**Run 1: gate-type map**

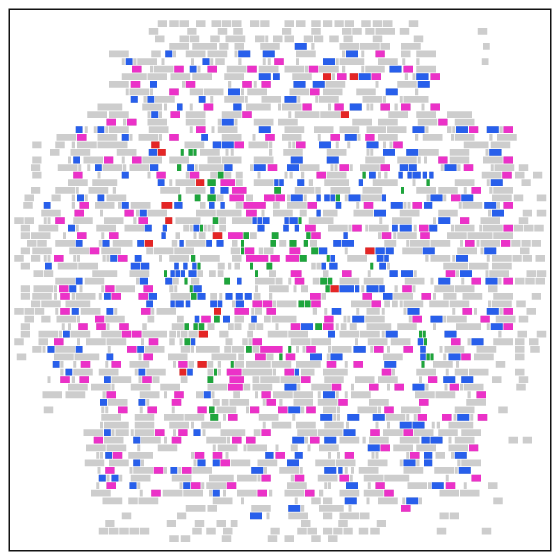
**Run 1: met4 routing**

Scale bar: 50 um.
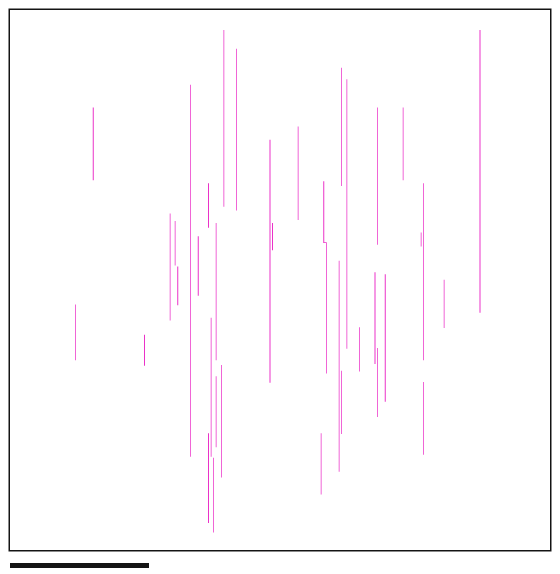
**Run 1: congestion heat map**

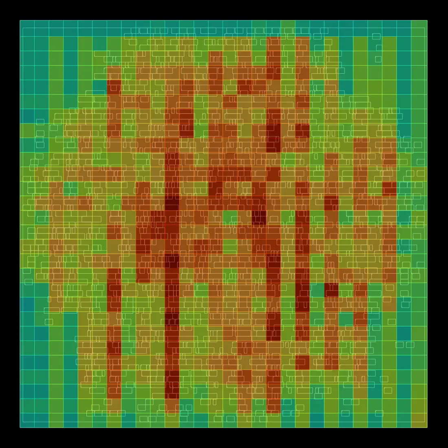
**Run 1: signal wires by layer**

Two of the layers only.
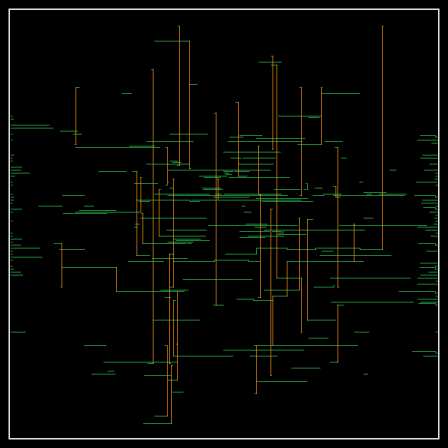
**config.mk**
```make
export PLATFORM = sky130hd
export DESIGN_NAME = lut_cluster_config_loader_flat
export DESIGN_NICKNAME = d
export VERILOG_FILES = /design/src/rtl/lut_cluster_config_loader_pkg.sv /design/src/rtl/lut_cluster_config_loader_if.sv /design/src/rtl/lut_cluster_config_loader_slot.sv /design/src/rtl/lut_cluster_config_loader.sv /design/src/flat_wrapper.sv
export SDC_FILE = /design/constraint.sdc
export NUM_CORES = 1
export LEC_CHECK = 0
export CORE_UTILIZATION = 39
export CTS_CLUSTER_SIZE = 30
export DETAILED_ROUTE_END_ITERATION = 10
export SETUP_SLACK_MARGIN = 0.15
export SLEW_MARGIN = 10
export SYNTH_ARGS = -nofsm -noshare
export SYNTH_HDL_FRONTEND = slang
export SYNTH_HIERARCHICAL = 1
export SYNTH_SLANG_ARGS = --single-unit
```
**constraint.sdc**
```tcl
create_clock -name UserCLK -period 3.44 [get_ports UserCLK]
set_input_delay 0.344 -clock UserCLK [delete_from_list [all_inputs] [get_ports UserCLK]]
set_output_delay 0.344 -clock UserCLK [all_outputs]
set_load 0.005 [all_outputs]
```
**src/rtl/lut_cluster_config_loader_pkg.sv**
```systemverilog
// Shared types and constants for the LUT cluster configuration loader:
// command encodings, FSM states, header field positions and byte helpers.
package lut_cfg_loader_pkg;

    localparam logic [1:0] CMD_WRITE  = 2'b00;
    localparam logic [1:0] CMD_COMMIT = 2'b01;
    localparam logic [1:0] CMD_READ   = 2'b10;
    localparam logic [1:0] CMD_CLEAR  = 2'b11;

    localparam int HDR_CMD_LSB  = 6;
    localparam int HDR_AUTO_BIT = 5;
    localparam int HDR_RSV_LSB  = 3;
    localparam int HDR_IDX_LSB  = 0;

    localparam int BYTES_PER_LUT = 3;
    localparam int WORD_W        = 8 * BYTES_PER_LUT;

    typedef enum logic [2:0] {
        IDLE = 3'd0,
        WR0  = 3'd1,
        WR1  = 3'd2,
        WR2  = 3'd3,
        RD0  = 3'd4,
        RD1  = 3'd5,
        RD2  = 3'd6
    } state_e;

    function automatic logic [7:0] get_byte(input logic [WORD_W-1:0] word, input logic [1:0] sel);
        logic [7:0] b;
        case (sel)
            2'd0:    b = word[7:0];
            2'd1:    b = word[15:8];
            2'd2:    b = word[23:16];
            default: b = 8'h00;
        endcase
        return b;
    endfunction

endpackage

```
**src/rtl/lut_cluster_config_loader_if.sv**
```systemverilog
// Byte-stream command input and read-back output of the configuration loader.
interface lut_cluster_config_loader_if;
    logic [7:0] in_data;
    logic       in_valid;
    logic       in_ready;
    logic [7:0] rd_data;
    logic       rd_valid;
    logic       rd_ready;

    modport slave  (input in_data, input in_valid, output in_ready,
                    output rd_data, output rd_valid, input rd_ready);
    modport master (output in_data, output in_valid, input in_ready,
                    input rd_data, input rd_valid, output rd_ready);
endinterface

```
**src/rtl/lut_cluster_config_loader_slot.sv**
```systemverilog
// One LUT's shadow and active configuration registers; active only ever
// changes as a whole word, so a LUT never sees a partially written value.
module lut_cfg_slot #(
    parameter int NoConfigBits = 19
) (
    input  logic                    UserCLK,
    input  logic                    resetn,
    input  logic                    wr_en,
    input  logic                    wr_commit,
    input  logic                    commit,
    input  logic                    clear,
    input  logic [NoConfigBits-1:0] wr_data,
    output logic [NoConfigBits-1:0] active
);
    logic [NoConfigBits-1:0] shadow_q, shadow_d;
    logic [NoConfigBits-1:0] active_q, active_d;

    // Next-state: clear dominates; an auto-committed write bypasses the shadow.
    always_comb begin
        shadow_d = shadow_q;
        active_d = active_q;
        if (clear) begin
            shadow_d = '0;
            active_d = '0;
        end else if (wr_en) begin
            shadow_d = wr_data;
            if (wr_commit) begin
                active_d = wr_data;
            end else begin
                active_d = active_q;
            end
        end else if (commit) begin
            active_d = shadow_q;
        end else begin
            active_d = active_q;
        end
    end

    // Configuration storage.
    always_ff @(posedge UserCLK) begin
        if (!resetn) begin
            shadow_q <= '0;
            active_q <= '0;
        end else begin
            shadow_q <= shadow_d;
            active_q <= active_d;
        end
    end

    assign active = active_q;
endmodule

```
**src/rtl/lut_cluster_config_loader.sv**
```systemverilog
// Header/data byte parser driving a cluster of LUT config slots, with
// shadow writes, atomic commit, byte-wise read-back and whole-cluster clear.
module lut_cluster_config_loader
    import lut_cfg_loader_pkg::*;
#(
    parameter int N_LUTS       = 8,
    parameter int NoConfigBits = 19
) (
    input  logic                           UserCLK,
    input  logic                           resetn,
    lut_cluster_config_loader_if.slave     bus,
    output logic [N_LUTS*NoConfigBits-1:0] ConfigBits,
    output logic                           busy,
    output logic                           err
);
    state_e      state_q, state_d;
    logic [2:0]  idx_q, idx_d;
    logic        auto_q, auto_d;
    logic [7:0]  b0_q, b0_d, b1_q, b1_d;
    logic        err_q, err_d;
    logic        in_ready_q, in_ready_d;
    logic        rd_valid_q, rd_valid_d;
    logic [7:0]  rd_data_q, rd_data_d;
    logic        busy_q, busy_d;

    logic              in_xfer_s, rd_xfer_s, hdr_bad_s;
    logic [1:0]        hdr_cmd_s, hdr_rsv_s;
    logic [2:0]        hdr_idx_s, rd_idx_s;
    logic [WORD_W-1:0] wr_word_s, rd_word_s;
    logic              wr_slot_s, wr_commit_s, commit_all_s, clear_all_s;
    logic [NoConfigBits-1:0] active_s [N_LUTS];

    assign in_xfer_s = bus.in_valid && in_ready_q;
    assign rd_xfer_s = rd_valid_q && bus.rd_ready;
    assign hdr_cmd_s = bus.in_data[HDR_CMD_LSB +: 2];
    assign hdr_rsv_s = bus.in_data[HDR_RSV_LSB +: 2];
    assign hdr_idx_s = bus.in_data[HDR_IDX_LSB +: 3];
    assign hdr_bad_s = (hdr_rsv_s != 2'b00) || (int'(hdr_idx_s) >= N_LUTS);
    assign wr_word_s = {bus.in_data, b1_q, b0_q};
    assign rd_idx_s  = (state_q == IDLE) ? hdr_idx_s : idx_q;

    // Read-back mux over the active registers, zero-extended to a full word.
    always_comb begin
        rd_word_s = '0;
        for (int k = 0; k < N_LUTS; k++) begin
            if (3'(k) == rd_idx_s) begin
                rd_word_s = WORD_W'(active_s[k]);
            end else begin
                rd_word_s = rd_word_s;
            end
        end
    end

    // Command FSM next-state and registered-output computation.
    always_comb begin
        state_d      = state_q;
        idx_d        = idx_q;
        auto_d       = auto_q;
        b0_d         = b0_q;
        b1_d         = b1_q;
        err_d        = err_q;
        rd_valid_d   = rd_valid_q;
        rd_data_d    = rd_data_q;
        wr_slot_s    = 1'b0;
        wr_commit_s  = 1'b0;
        commit_all_s = 1'b0;
        clear_all_s  = 1'b0;
        case (state_q)
            IDLE: begin
                if (in_xfer_s && hdr_bad_s) begin
                    err_d = 1'b1;
                end else if (in_xfer_s) begin
                    case (hdr_cmd_s)
                        CMD_WRITE: begin
                            state_d = WR0;
                            idx_d   = hdr_idx_s;
                            auto_d  = bus.in_data[HDR_AUTO_BIT];
                        end
                        CMD_COMMIT: commit_all_s = 1'b1;
                        CMD_READ: begin
                            state_d    = RD0;
                            idx_d      = hdr_idx_s;
                            rd_valid_d = 1'b1;
                            rd_data_d  = get_byte(rd_word_s, 2'd0);
                        end
                        CMD_CLEAR: begin
                            clear_all_s = 1'b1;
                            err_d       = 1'b0;
                        end
                        default: state_d = IDLE;
                    endcase
                end else begin
                    state_d = IDLE;
                end
            end
            WR0: begin
                if (in_xfer_s) begin
                    b0_d    = bus.in_data;
                    state_d = WR1;
                end else begin
                    state_d = WR0;
                end
            end
            WR1: begin
                if (in_xfer_s) begin
                    b1_d    = bus.in_data;
                    state_d = WR2;
                end else begin
                    state_d = WR1;
                end
            end
            WR2: begin
                if (in_xfer_s) begin
                    wr_slot_s   = 1'b1;
                    wr_commit_s = auto_q;
                    state_d     = IDLE;
                    // Bits above the LUT width are flagged but the low bits still land.
                    if ((wr_word_s >> NoConfigBits) != '0) begin
                        err_d = 1'b1;
                    end else begin
                        err_d = err_q;
                    end
                end else begin
                    state_d = WR2;
                end
            end
            RD0: begin
                if (rd_xfer_s) begin
                    rd_data_d = get_byte(rd_word_s, 2'd1);
                    state_d   = RD1;
                end else begin
                    state_d = RD0;
                end
            end
            RD1: begin
                if (rd_xfer_s) begin
                    rd_data_d = get_byte(rd_word_s, 2'd2);
                    state_d   = RD2;
                end else begin
                    state_d = RD1;
                end
            end
            RD2: begin
                if (rd_xfer_s) begin
                    rd_valid_d = 1'b0;
                    state_d    = IDLE;
                end else begin
                    state_d = RD2;
                end
            end
            default: state_d = IDLE;
        endcase
        in_ready_d = !((state_d == RD0) || (state_d == RD1) || (state_d == RD2));
        busy_d     = (state_d != IDLE);
    end

    // FSM state and registered outputs.
    always_ff @(posedge UserCLK) begin
        if (!resetn) begin
            state_q    <= IDLE;
            idx_q      <= 3'd0;
            auto_q     <= 1'b0;
            b0_q       <= 8'h00;
            b1_q       <= 8'h00;
            err_q      <= 1'b0;
            in_ready_q <= 1'b1;
            rd_valid_q <= 1'b0;
            rd_data_q  <= 8'h00;
            busy_q     <= 1'b0;
        end else begin
            state_q    <= state_d;
            idx_q      <= idx_d;
            auto_q     <= auto_d;
            b0_q       <= b0_d;
            b1_q       <= b1_d;
            err_q      <= err_d;
            in_ready_q <= in_ready_d;
            rd_valid_q <= rd_valid_d;
            rd_data_q  <= rd_data_d;
            busy_q     <= busy_d;
        end
    end

    for (genvar k = 0; k < N_LUTS; k++) begin : g_slot
        lut_cfg_slot #(.NoConfigBits(NoConfigBits)) u_slot (
            .UserCLK   (UserCLK),
            .resetn    (resetn),
            .wr_en     (wr_slot_s && (idx_q == 3'(k))),
            .wr_commit (wr_commit_s),
            .commit    (commit_all_s),
            .clear     (clear_all_s),
            .wr_data   (wr_word_s[NoConfigBits-1:0]),
            .active    (active_s[k])
        );
        assign ConfigBits[k*NoConfigBits +: NoConfigBits] = active_s[k];
    end

    assign bus.in_ready = in_ready_q;
    assign bus.rd_valid = rd_valid_q;
    assign bus.rd_data  = rd_data_q;
    assign busy         = busy_q;
    assign err          = err_q;
endmodule

```
**src/flat_wrapper.sv**
```systemverilog
// flat-port wrapper written by rule: the top's interface ports become plain ports
module lut_cluster_config_loader_flat import lut_cfg_loader_pkg::*;
#(
    parameter int N_LUTS       = 8,
    parameter int NoConfigBits = 19
)
  (UserCLK, resetn, ConfigBits, busy, err, bus_in_data, bus_in_valid, bus_in_ready, bus_rd_data, bus_rd_valid, bus_rd_ready);
  lut_cluster_config_loader_if bus_i ();
  input  logic UserCLK;
  input  logic resetn;
  output logic [N_LUTS*NoConfigBits-1:0] ConfigBits;
  output logic busy;
  output logic err;
  input wire logic [$bits(bus_i.in_data)-1:0] bus_in_data;
  input wire logic [$bits(bus_i.in_valid)-1:0] bus_in_valid;
  output wire logic [$bits(bus_i.in_ready)-1:0] bus_in_ready;
  output wire logic [$bits(bus_i.rd_data)-1:0] bus_rd_data;
  output wire logic [$bits(bus_i.rd_valid)-1:0] bus_rd_valid;
  input wire logic [$bits(bus_i.rd_ready)-1:0] bus_rd_ready;
  assign bus_i.in_data = bus_in_data;
  assign bus_i.in_valid = bus_in_valid;
  assign bus_in_ready = bus_i.in_ready;
  assign bus_rd_data = bus_i.rd_data;
  assign bus_rd_valid = bus_i.rd_valid;
  assign bus_i.rd_ready = bus_rd_ready;
  lut_cluster_config_loader #(.N_LUTS(N_LUTS), .NoConfigBits(NoConfigBits)) u_core (.UserCLK(UserCLK), .resetn(resetn), .bus(bus_i), .ConfigBits(ConfigBits), .busy(busy), .err(err));
endmodule
```
==> flow_metrics.tcl, run 1 <==
# flow metrics
set metrics [dict create \
    outcome "complete, no violations" \
    critical_path_arrival_ps 3460 \
    grt_util_met2 0.386 \
    clock_tree_from_tritoncts "yes" \
    1st_pass_router_iterations 5 \
    fp.dieArea_sq_um 37600 \
    ys_seq_frac 0.472 \
    placement.cell_area_sq_um 16300 \
    worstPathCellList "buf_4, inv_1, nor4_1, nand2_1, nor3_2, mux2_4, nor2_1, a211oi_2" \
    maximum_number_of_pins_on_one_net_before_global_route_repair 39 \
    cellLeakagePower_nw 5.59 \
    syn_nets 1429 \
    min_period_over_period 0.880 \
    yosys-stat-area_sq_um 14400 \
    max_slew.worst_pin.slew_ps 802 \
    cell_types_with_the_largest_area_share_after_synthesis "sky130_fd_sc_hd__dfxtp_1, sky130_fd_sc_hd__mux2i_1, sky130_fd_sc_hd__nor2_1" \
    yosys.area_share.simple 0.135 \
    vias_in_the_first_global_route 10700 \
    synthFlopType "sky130_fd_sc_hd__dfxtp_1" \
    setup.worst_path.start "u_core/state_q[0]$_SDFF_PN0_" \
    top_logic_kind "AND-OR/OR-AND gates" \
    min_period_ps 3030 \
    worst_path_max_delay_cell "sky130_fd_sc_hd__nor4_1" \
    avgViaCountPerCell 5.52 \
    synth_area_leader_cell "sky130_fd_sc_hd__dfxtp_1" \
    synth_top_cell_by_count "sky130_fd_sc_hd__nor2_1" \
    cts_root_buf "sky130_fd_sc_hd__clkbuf_16" \
    route.met3.wl_mm 2.49 \
    post-cts-setup-buffer-count 0 \
    mux_area_frac 0.157 \
    p_seq_w 0.00404 \
    antenna_found_initial 0 \
    p_int_w 0.00647 \
    finalClockSkew_ps 21.8 \
    die_height_um 194 \
    grt_setup_unrepaired "no" \
    yosysUniqueCellTypes 66 \
    initial_utilization 0.400 \
    power-top-group "registers" \
    pwr_density_cell_nw_per_um2 482 \
    setup.worst_path.start_class "register" \
    clock_sinks 339 \
    insertion_delay_late_pin_ps 520 \
    cts.clk_slew.worst_paths_ps 60 \
    fin_nets 1580 \
    pwr-share-comb 0.067 \
    final_cell_mix "sky130_fd_sc_hd__nor2_1, sky130_fd_sc_hd__dfxtp_1, sky130_fd_sc_hd__mux2i_1" \
    synthXorXnorAreaFrac 0.000609 \
    synthToLayoutAreaGrowth_pct 21.6 \
    avgSynthCellArea_sq_um 10.1 \
    num_rows 69 \
    synth_stat.cells 1417 \
    cts_made_buffers 37 \
    enable_flop_cells 0 \
    ys.warnings.count 6 \
    netlist_top_cells_count "sky130_fd_sc_hd__nor2_1, sky130_fd_sc_hd__dfxtp_1, sky130_fd_sc_hd__mux2i_1" \
    tns_ps 0 \
    synth-async-reset-ratio 0 \
    netlist.area_leader.share 0.472 \
    clk_path_buf_depth 3 \
    hp-class "register to register" \
    cts_resized 0 \
    stage_log_warnings 26 \
    dr_total_vias 11300 \
    timing.max_cap.violations 0 \
    worst-path-stages 8 \
    rrSetupSlack_ps 410 \
    overflow 0 \
    power_frac_seq 0.479 \
    slew-limit-headroom 0.455 \
    ff2ff_path_depth 8 \
    insertedDiodeCount 0 \
]
Notes on 'gate-type map' above:
colour	family	cells	most used
green	nand cells	64	nand2_1
magenta	mux cells	217	mux2i_1
blue	aoi and oai cells	262	a211oi_2
red	non-inverting ao/oa cells	16	o22a_1
most frequently placed logic cell in the final layout: sky130_fd_sc_hd__nor2_1
logic share of the area: 0.389
non-filler instance count after layout: 2048

Notes on 'met4 routing' above:
wire length on this layer	1500 um
longest straight run	133 um
share of all routed wire	3.2%

Notes on 'congestion heat map' above:
met1 usage: 0.328
busiest layer in global routing: met2
M3 GR Usage: 0.0350

Notes on 'signal wires by layer' above:
colour	layer	wire length
green	metal 3	2490 um
orange	metal 4	1500 um

[run 1: area by class of cell]
class                      instances  area, sq um
clock buffer                      51         1060
clock inverter                     7         85.1
fill                            3376        18400
inverter                          16         60.1
multi-input combinational        951         6790
sequential                       339         6790
tap                              461          577
timing repair buffer             223         2110
[run 1: metrics by stage]
| stage | utilization | hold WS, ps | setup slack (ps) | total power (W) | instances |
|---|---|---|---|---|---|
| 2_1_floorplan | - | 450 | 902 | 0.00443 | 1417 |
| 3_3_place_gp | 0.455 | 469 | 352 | 0.00468 | 1990 |
| 3_5_place_dp | 0.455 | 476 | 370 | 0.00468 | 1990 |
| 4_1_cts | 0.486 | 489 | 459 | 0.00847 | 2048 |
| 5_1_grt | 0.486 | 517 | 270 | 0.00869 | 2048 |
| 6_report | 0.486 | 486 | 413 | 0.00842 | 2048 |
==> run 2: changes to the inputs <==
--- a/config.mk
+++ b/config.mk
@@ -8,6 +8,7 @@
 export CORE_UTILIZATION = 39
 export CTS_CLUSTER_SIZE = 30
 export DETAILED_ROUTE_END_ITERATION = 10
+export DONT_BUFFER_PORTS = 1
 export SETUP_SLACK_MARGIN = 0.15
 export SLEW_MARGIN = 10
 export SYNTH_ARGS = -nofsm -noshare
**Run 2: sequential cells coloured by netlist name**

Scale bar: 50 um. Other sequential cells in the stronger grey, the rest of the logic in the fainter grey.
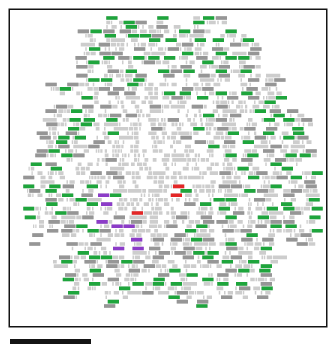
colour	signal	sequential cells
green	u_core/g_slot.u_slot/active	152
red	u_core/idx_q	3
purple	u_core/b0_q	8
not coloured	176
sequential cell area in the final layout: 6790 sq um
flop share of the area: 0.428
sequential group power: 0.00405 W

**Run 2: gate-type map**

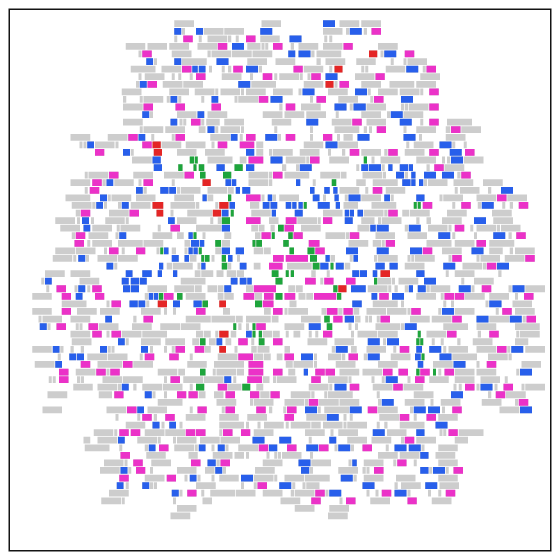
colour	family	cells	most used
magenta	mux cells	217	mux2i_1
blue	aoi and oai cells	262	a211oi_2
red	non-inverting ao/oa cells	16	o22a_1
green	nand cells	64	nand2_1

**Run 2: congestion heat map**

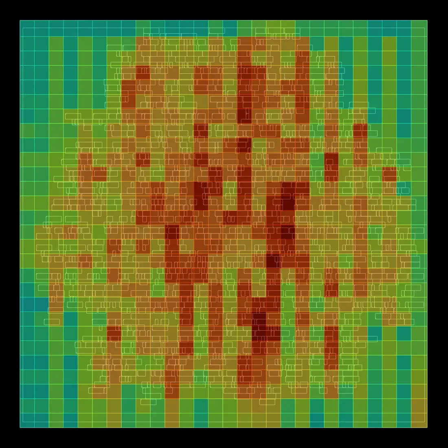
GR Util All Layers: 0.242
met1 usage: 0.297
M3 GR Usage: 0.0760
GRT met2 Usage: 0.398

==> flow_metrics.tcl, run 2 <==
# flow metrics
set metrics [dict create \
    synth-async-reset-ratio 0 \
    post-cts-setup-buffer-count 0 \
    yosysUniqueCellTypes 66 \
    buffers 46 \
    overflow 0 \
    clock_sinks 339 \
    dominant-cell-class "multi-input combinational cells" \
    fin_nets 1403 \
    synthXorXnorAreaFrac 0.000609 \
    avgViaCountPerCell 5.69 \
    1st_pass_router_iterations 5 \
    report.power.total_w 0.00850 \
    worst_path_max_delay_cell "sky130_fd_sc_hd__mux2_4" \
    ff2ff_path_depth 8 \
    number_of_tapcells 461 \
    vias_in_the_first_global_route 10200 \
    power.switching_fraction 0.234 \
    smallest_hold_slack_ps 18.0 \
    whs_path_depth 2 \
    netlist.area_leader.share 0.472 \
    pre_cts_ws_ps 529 \
    avgSynthCellArea_sq_um 10.1 \
    setup.worst_path.start_class "register" \
    final_cell_mix "sky130_fd_sc_hd__nor2_1, sky130_fd_sc_hd__dfxtp_1, sky130_fd_sc_hd__mux2i_1" \
    synth_stat.cells 1417 \
    stage_log_warnings 26 \
    clock_tree_area_fraction 0.0782 \
    fp.dieArea_sq_um 37600 \
    insertedDiodeCount 0 \
    tns_ps 0 \
    enable_flop_cells 0 \
    top_logic_kind "AND-OR/OR-AND gates" \
    bufAreaShareNonClock 0.0256 \
    cts_root_buf "sky130_fd_sc_hd__clkbuf_16" \
    synthFlopType "sky130_fd_sc_hd__dfxtp_1" \
    layout.cells.most_common "sky130_fd_sc_hd__nor2_1" \
    cell_types_with_the_largest_area_share_after_synthesis "sky130_fd_sc_hd__dfxtp_1, sky130_fd_sc_hd__mux2i_1, sky130_fd_sc_hd__nor2_1" \
    finalClockSkew_ps 13.9 \
    clk_path_buf_depth 3 \
    logic_gates 951 \
    pwr-share-comb 0.054 \
    netlist_top_cells_count "sky130_fd_sc_hd__nor2_1, sky130_fd_sc_hd__dfxtp_1, sky130_fd_sc_hd__mux2i_1" \
    outcome "complete, no violations" \
    power_frac_seq 0.476 \
    min_period_ps 3000 \
    die_height_um 194 \
    setup.worst_path.start "u_core/state_q[1]$_SDFF_PN0_" \
    p_int_w 0.00652 \
    min_period_over_period 0.872 \
    cts.clk_slew.worst_paths_ps 60 \
    worst-path-stages 8 \
    fillers 3418 \
    slew-limit-headroom 0.392 \
    post-route-util 0.442 \
    max_slew.worst_pin.slew_ps 907 \
    cellLeakagePower_nw 5.03 \
    yosys-stat-area_sq_um 14400 \
    cts_made_buffers 37 \
    clock_buffers 59 \
    maximum_number_of_pins_on_one_net_before_global_route_repair 39 \
    cts_resized 0 \
    multi_input_comb_area_sq_um 6800 \
    placement.cell_area_sq_um 14500 \
    initial_utilization 0.400 \
    insertion_delay_late_pin_ps 520 \
    instances_no_fill 1881 \
    rrSetupSlack_ps 440 \
    synth_area_leader_cell "sky130_fd_sc_hd__dfxtp_1" \
    grt_first_pass_wirelength_mm 68.9 \
    power-top-group "registers" \
    pwr_density_cell_nw_per_um2 536 \
    yosys.area_share.simple 0.135 \
    dr_total_vias 10700 \
    dp_cells 1804 \
    grt_setup_unrepaired "no" \
    synth_top_cell_by_count "sky130_fd_sc_hd__nor2_1" \
    sh_comb_area 0.428 \
    timing.max_cap.violations 0 \
    sequential_cell_total 339 \
    ys.warnings.count 6 \
]
run 2: cell count changes in the layout (fill, tap and decap cells not counted), moves of 3 or more:
cell,previous run,this run
sky130_fd_sc_hd__buf_12,0,3
sky130_fd_sc_hd__buf_4,48,34
sky130_fd_sc_hd__clkbuf_1,6,9
sky130_fd_sc_hd__clkbuf_8,8,11
sky130_fd_sc_hd__clkdlybuf4s50_1,175,0
sky130_fd_sc_hd__dlygate4sd3_1,0,9
run 2: per-layer routing:
metal  routed length, um  track usage  part of all wire  vias up
met5                   0            0                 0        -
met4                1630       0.0911             0.035        0
met3                4050       0.0760             0.087       87
met2               21700        0.398              0.46      367
met1               19300        0.297              0.41     5253
li1                    -            -                 -     4988
==> run 3: changes to the inputs <==
--- a/config.mk
+++ b/config.mk
@@ -9,6 +9,7 @@
 export CTS_CLUSTER_SIZE = 30
 export DETAILED_ROUTE_END_ITERATION = 10
 export DONT_BUFFER_PORTS = 1
+export RECOVER_POWER = 100
 export SETUP_SLACK_MARGIN = 0.15
 export SLEW_MARGIN = 10
 export SYNTH_ARGS = -nofsm -noshare
**Run 3: sequential cells coloured by netlist name**

Scale bar: 50 um. Other sequential cells in the stronger grey, the rest of the logic in the fainter grey.
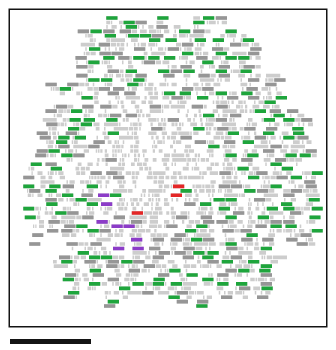
colour	signal	sequential cells
red	u_core/idx_q	3
green	u_core/g_slot.u_slot/active	152
purple	u_core/b0_q	8

**Run 3: met4 routing**

Scale bar: 50 um.
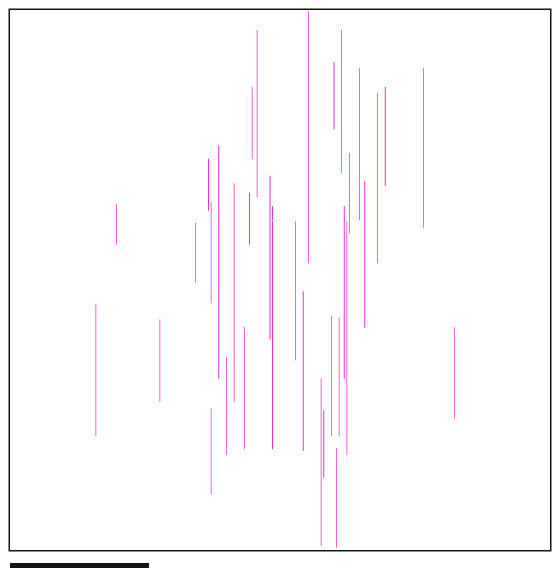
longest straight run	90.4 um
main direction	vertical

**Run 3: gate-type map**

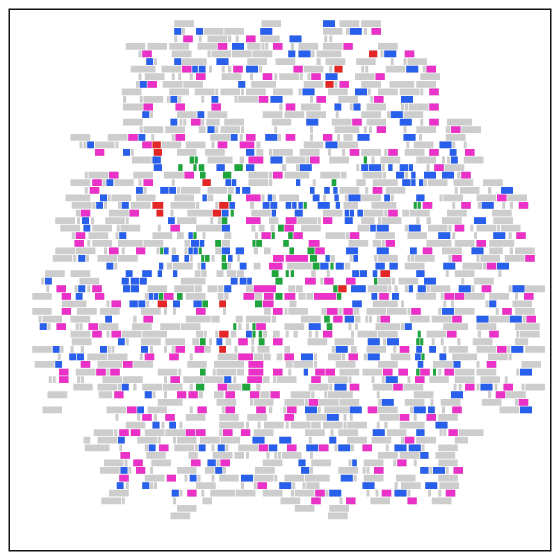
colour	family	cells	most used
magenta	mux cells	217	mux2i_1
blue	aoi and oai cells	262	a211oi_2
green	nand cells	64	nand2_1
red	non-inverting ao/oa cells	16	o22a_1

==> flow_metrics.tcl, run 3 <==
# flow metrics
set metrics [dict create \
    outcome "finished, violations left" \
    violations "capacitance limit, slew limit" \
    power_frac_seq 0.476 \
    logic_gates 951 \
    grt_setup_unrepaired "no" \
    buffers 46 \
    number_of_tapcells 461 \
    1st_pass_router_iterations 5 \
    fin_nets 1403 \
    pre_cts_ws_ps 529 \
    highest_layer "met4" \
    grt_util_met1 0.297 \
    yosysUniqueCellTypes 66 \
    die_height_um 194 \
    ys_seq_frac 0.472 \
    insertion_delay_late_pin_ps 520 \
    smallest_hold_slack_ps 23.1 \
    syn_nets 1429 \
    dp_cells 1804 \
    cts_resized 0 \
    layout.cells.most_common "sky130_fd_sc_hd__nor2_1" \
    max_slew.worst_pin.slew_ps 1550 \
    worstPathCellList "buf_4, or3_1, clkbuf_2, mux2_1, o22ai_1, nor4_1, a21oi_1, o22ai_1" \
    final_cell_mix "sky130_fd_sc_hd__nor2_1, sky130_fd_sc_hd__dfxtp_1, sky130_fd_sc_hd__mux2i_1" \
    clk_path_buf_depth 3 \
    wl_met2_mm 21.6 \
    enable_flop_cells 0 \
    sh_comb_area 0.425 \
    stage_log_warnings 26 \
    avgViaCountPerCell 5.71 \
    cts.clk_slew.worst_paths_ps 60 \
    overflow 0 \
    sequential_cell_total 339 \
    dr_total_vias 10700 \
    clock_buffers 59 \
    clock_tree_from_tritoncts "yes" \
    cts_root_buf "sky130_fd_sc_hd__clkbuf_16" \
    timing.max_cap.violations 1 \
    finalClockSkew_ps 13.7 \
    power-top-group "registers" \
    grt_util_met2 0.398 \
    gr_util_all_layers 0.242 \
    setup_ws_ps 294 \
    hp-class "input port to register" \
    antenna_found_initial 0 \
    grt_busiest_layer "met2" \
    synthFlopType "sky130_fd_sc_hd__dfxtp_1" \
    critical_path_arrival_ps 3540 \
    synth_area_leader_cell "sky130_fd_sc_hd__dfxtp_1" \
    drt-met1-wl_mm 19.2 \
    worst_path_max_delay_cell "sky130_fd_sc_hd__mux2_1" \
    cts_made_buffers 37 \
    report.final.slew_viol_count 9 \
    p_seq_w 0.00405 \
    synth-async-reset-ratio 0 \
    clock_tree_area_fraction 0.0790 \
    seqAreaFraction 0.432 \
    setup.worst_path.start_class "register" \
    synth_stat.cells 1417 \
    synth_top_cell_by_count "sky130_fd_sc_hd__nor2_1" \
    ys.warnings.count 6 \
    post-route-util 0.437 \
]
-- run 3: final timing paths --
check / endpoint / cells past startpoint / slack (ps)
max: u_core/bus.rd_data[3]$_SDFFE_PN0P_ / 8 / 290
min: u_core/g_slot[6].u_slot/shadow_q[16]$_SDFFE_PP0P_ / 2 / 20
max reg2reg: u_core/bus.rd_data[3]$_SDFFE_PN0P_ / 8 / 290
min reg2reg: u_core/auto_q$_SDFFE_PN0P_ / 2 / 490
-- run 3: cell families after synthesis --
group,after synthesis,share of synthesized area
compound gates,278,0.176
buf+inv,127,0.0582
mux,217,0.157
simple gates,455,0.135
flops,339,0.472
xor+xnor,1,0.000610
-- run 3: timing repair --
item	CTS	global route
endpoints found under the hold margin	24	0
buffers inserted	0	0
hold buffers	9	0
setup endpoints to repair	0	0
No activity file was given, so power comes from the tool's default toggle rates.
